### src/rtl/mux_rr_arbiter_pkg.sv
// Shared definitions for the round-robin shared-line arbiter:
// state encoding, requester count, select width and reset owner.
package mux_rr_arbiter_pkg;

  localparam int NUM_REQ = 8;
  localparam int SEL_W   = 3;

  typedef enum logic {
    ST_IDLE  = 1'b0,
    ST_GRANT = 1'b1
  } state_t;

  // Reset owner of 7 makes requester 0 the first in line after reset.
  localparam logic [SEL_W-1:0] RST_OWNER = 3'd7;

  function automatic logic [NUM_REQ-1:0] onehot(input logic [SEL_W-1:0] idx);
    return NUM_REQ'(1) << idx;
  endfunction

endpackage

### src/rtl/mux_rr_arbiter_rr_pick.sv
// rr_pick: combinational round-robin search. Scans req starting at
// ptr+1 and wrapping, so the requester at ptr has the lowest priority.
module rr_pick
  import mux_rr_arbiter_pkg::*;
(
  input  logic [NUM_REQ-1:0] req,
  input  logic [SEL_W-1:0]   ptr,
  output logic               found,
  output logic [SEL_W-1:0]   idx
);

  logic [SEL_W-1:0] cand;

  // Walk from the lowest priority slot to the highest so the last hit wins.
  always_comb begin
    found = |req;
    idx   = '0;
    cand  = ptr;
    for (int i = NUM_REQ; i >= 1; i--) begin
      cand = ptr + SEL_W'(i);
      if (req[cand]) idx = cand;
    end
  end

endmodule

### src/rtl/mux_rr_arbiter.sv
// mux_rr_arbiter: 8-way round-robin arbiter for a shared 8:1 data line.
// gnt/sel/busy are registered; y is the selected data bit, gated by busy.
// Optional hold limit: define ARB_TIMEOUT_EN to force a handoff after
// HOLD_MAX grant cycles while another requester is waiting.
//
//   state    | meaning
//   ST_IDLE  | no grant active, gnt=0, sel keeps last value
//   ST_GRANT | one requester owns the line, gnt one-hot, sel = owner
module mux_rr_arbiter
  import mux_rr_arbiter_pkg::*;
#(
  parameter int HOLD_MAX = 16
) (
  input  logic               clk,
  input  logic               rst,
  input  logic [NUM_REQ-1:0] req,
  input  logic [NUM_REQ-1:0] d,
  output logic [NUM_REQ-1:0] gnt,
  output logic [SEL_W-1:0]   sel,
  output logic               busy,
  output logic               y
);

  if (HOLD_MAX < 2 || HOLD_MAX > 255) begin : g_hold_max_range
    $error("mux_rr_arbiter: HOLD_MAX must be within 2..255");
  end

  state_t               state, state_nx;
  logic [SEL_W-1:0]     last_owner, sel_nx;
  logic [NUM_REQ-1:0]   gnt_nx, pick_req;
  logic                 pick_found, take, force_switch;
  logic [SEL_W-1:0]     pick_idx;

  // While granted, the owner is excluded so a search always yields someone else.
  assign pick_req = (state == ST_GRANT) ? (req & ~gnt) : req;

  rr_pick u_pick (
    .req   (pick_req),
    .ptr   (last_owner),
    .found (pick_found),
    .idx   (pick_idx)
  );

`ifdef ARB_TIMEOUT_EN
  logic [7:0] hold_cnt;
  logic       hold_expired;

  assign hold_expired = (hold_cnt == 8'(HOLD_MAX - 1));
  assign force_switch = hold_expired && pick_found;

  // Tenure counter: clears on every grant or return to idle, saturates at the limit.
  always_ff @(posedge clk) begin
    if (rst)                                hold_cnt <= '0;
    else if (take || state_nx == ST_IDLE)   hold_cnt <= '0;
    else if (!hold_expired)                 hold_cnt <= hold_cnt + 8'd1;
  end
`else
  assign force_switch = 1'b0;
`endif

  // State register plus registered outputs and the round-robin pointer.
  always_ff @(posedge clk) begin
    if (rst) begin
      state      <= ST_IDLE;
      gnt        <= '0;
      sel        <= '0;
      last_owner <= RST_OWNER;
    end else begin
      state <= state_nx;
      gnt   <= gnt_nx;
      sel   <= sel_nx;
      if (take) last_owner <= pick_idx;
    end
  end

  // Next state: grant from idle, hold, hand off, or fall back to idle.
  always_comb begin
    state_nx = state;
    take     = 1'b0;
    case (state)
      ST_IDLE: begin
        if (pick_found) begin
          state_nx = ST_GRANT;
          take     = 1'b1;
        end
      end
      ST_GRANT: begin
        if (!req[sel] || force_switch) begin
          if (pick_found) take = 1'b1;
          else            state_nx = ST_IDLE;
        end
      end
      default: state_nx = ST_IDLE;
    endcase
  end

  // Output decode for the next cycle's grant vector and select.
  always_comb begin
    gnt_nx = gnt;
    sel_nx = sel;
    if (take) begin
      gnt_nx = onehot(pick_idx);
      sel_nx = pick_idx;
    end else if (state_nx == ST_IDLE) begin
      gnt_nx = '0;
    end
  end

  assign busy = (state == ST_GRANT);
  assign y    = busy & d[sel];

endmodule

### config.mk
export PLATFORM = sky130hd
export DESIGN_NAME = mux_rr_arbiter
export DESIGN_NICKNAME = d
export VERILOG_FILES = /design/src/rtl/mux_rr_arbiter_pkg.sv /design/src/rtl/mux_rr_arbiter_rr_pick.sv /design/src/rtl/mux_rr_arbiter.sv
export SDC_FILE = /design/constraint.sdc
export NUM_CORES = 1
export LEC_CHECK = 0
export ABC_AREA = 1
export CORE_ASPECT_RATIO = 1.25
export CORE_MARGIN = 10
export CORE_UTILIZATION = 29
export DETAILED_ROUTE_END_ITERATION = 7
export GPL_TIMING_DRIVEN = 0
export HOLD_SLACK_MARGIN = 0.06
export PLACE_DENSITY = 0.56
export SLEW_MARGIN = 20
export SYNTH_ARGS = -nofsm -noshare
export SYNTH_HDL_FRONTEND = slang
export SYNTH_SLANG_ARGS = --single-unit
### constraint.sdc
create_clock -name clk -period 2.35 [get_ports clk]
set_input_delay 0.5875 -clock clk [delete_from_list [all_inputs] [get_ports clk]]
set_output_delay 0.5875 -clock clk [all_outputs]
set_load 0.01 [all_outputs]
==> results.cfg <==
; flow metrics
[floorplanning]
placement_rows = 29
die_h_um = 102

[critical_path]
timing.critical_path.from_type = flip-flop
rrSetupSlack_ps = 50

[logic_synthesis]
edf_count = 0
logic_family = simple AND/OR/NAND/NOR gates
synth.top_cells.by_count = sky130_fd_sc_hd__nand2_1, sky130_fd_sc_hd__nand3_1, sky130_fd_sc_hd__inv_1
synth_compound_gate_area_share_pct = 16.2
synthAdderAreaFrac_pct = 1.62

[detailed_routing]
drt_first_iter_violations = 136

[place]
placed_cells_incl_taps = 337
postPlaceCellArea_um2 = 1930

[min_path]
min_delay_path_depth = 2

[cells_and_area]
max_ffs_per_register = 8
layout.filler_cells = 536
layout.cell_area.non_filler_um2 = 2320
finalNetCount = 312
clkCellAreaFrac_pct = 1.94
final.signal_inverter_count = 32

[run_status]
status = complete, no violations

[clock_tree]
post_cts_resized = 8
cts.hold.buffers_added = 0
clock_insertion_delay_worst_skew_ps = 240
post_cts.repair.setup_buffers = 2

[global_route]
global_route.usage.met1_pct = 12.9
grt_max_degree = 11
grt_most_used_layer = met2
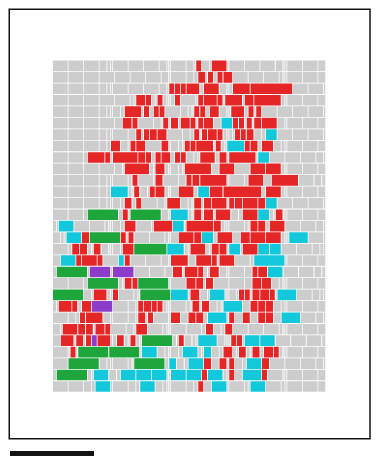
placement_by_type.png
The bar under the picture is 20 um long. Fill, decap, tap and diode cells in gray.
[cyan] remaining buffers and delay cells | cells: 49 | share of their area: 21%
[green] sequential cells | cells: 15 | share of their area: 13%
[red] combinational and other logic | cells: 223 | share of their area: 63%
[purple] clock drivers and dummy loads | cells: 4 | share of their area: 2.0%

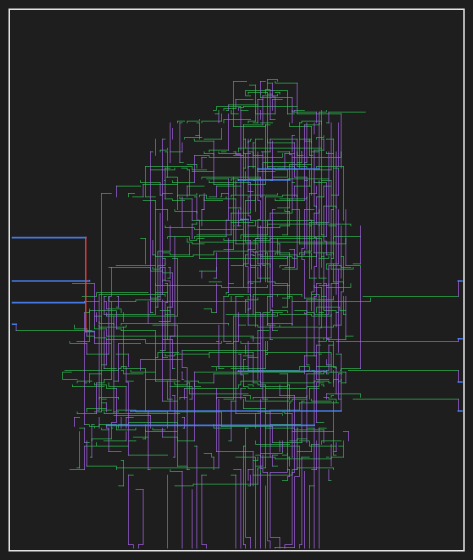
wires.png
[blue] metal 3 | wire length: 165 um
[purple] metal 2 | wire length: 2690 um
[green] metal 1 | wire length: 2200 um
[red] metal 4 | wire length: 17.7 um

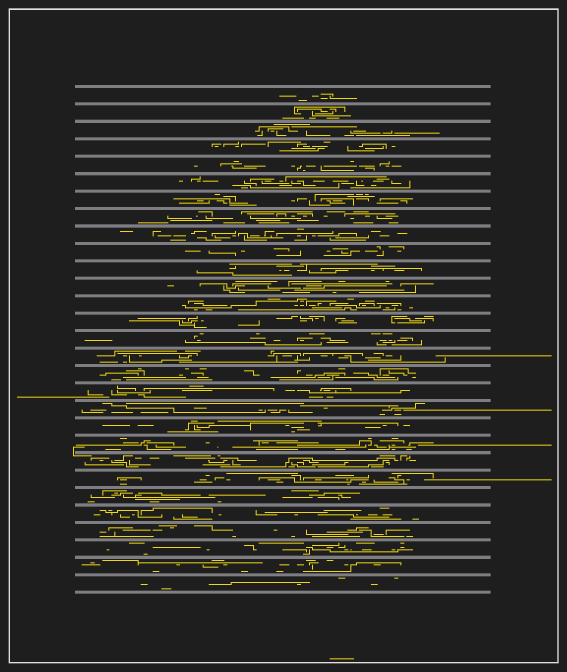
layer_met1.png
Supply wires on this layer in gray.
wire length on this layer: 2200 um
longest straight run: 27.6 um
main direction: horizontal
share of all routed wire: 43%
nets with wire on the layer: 289

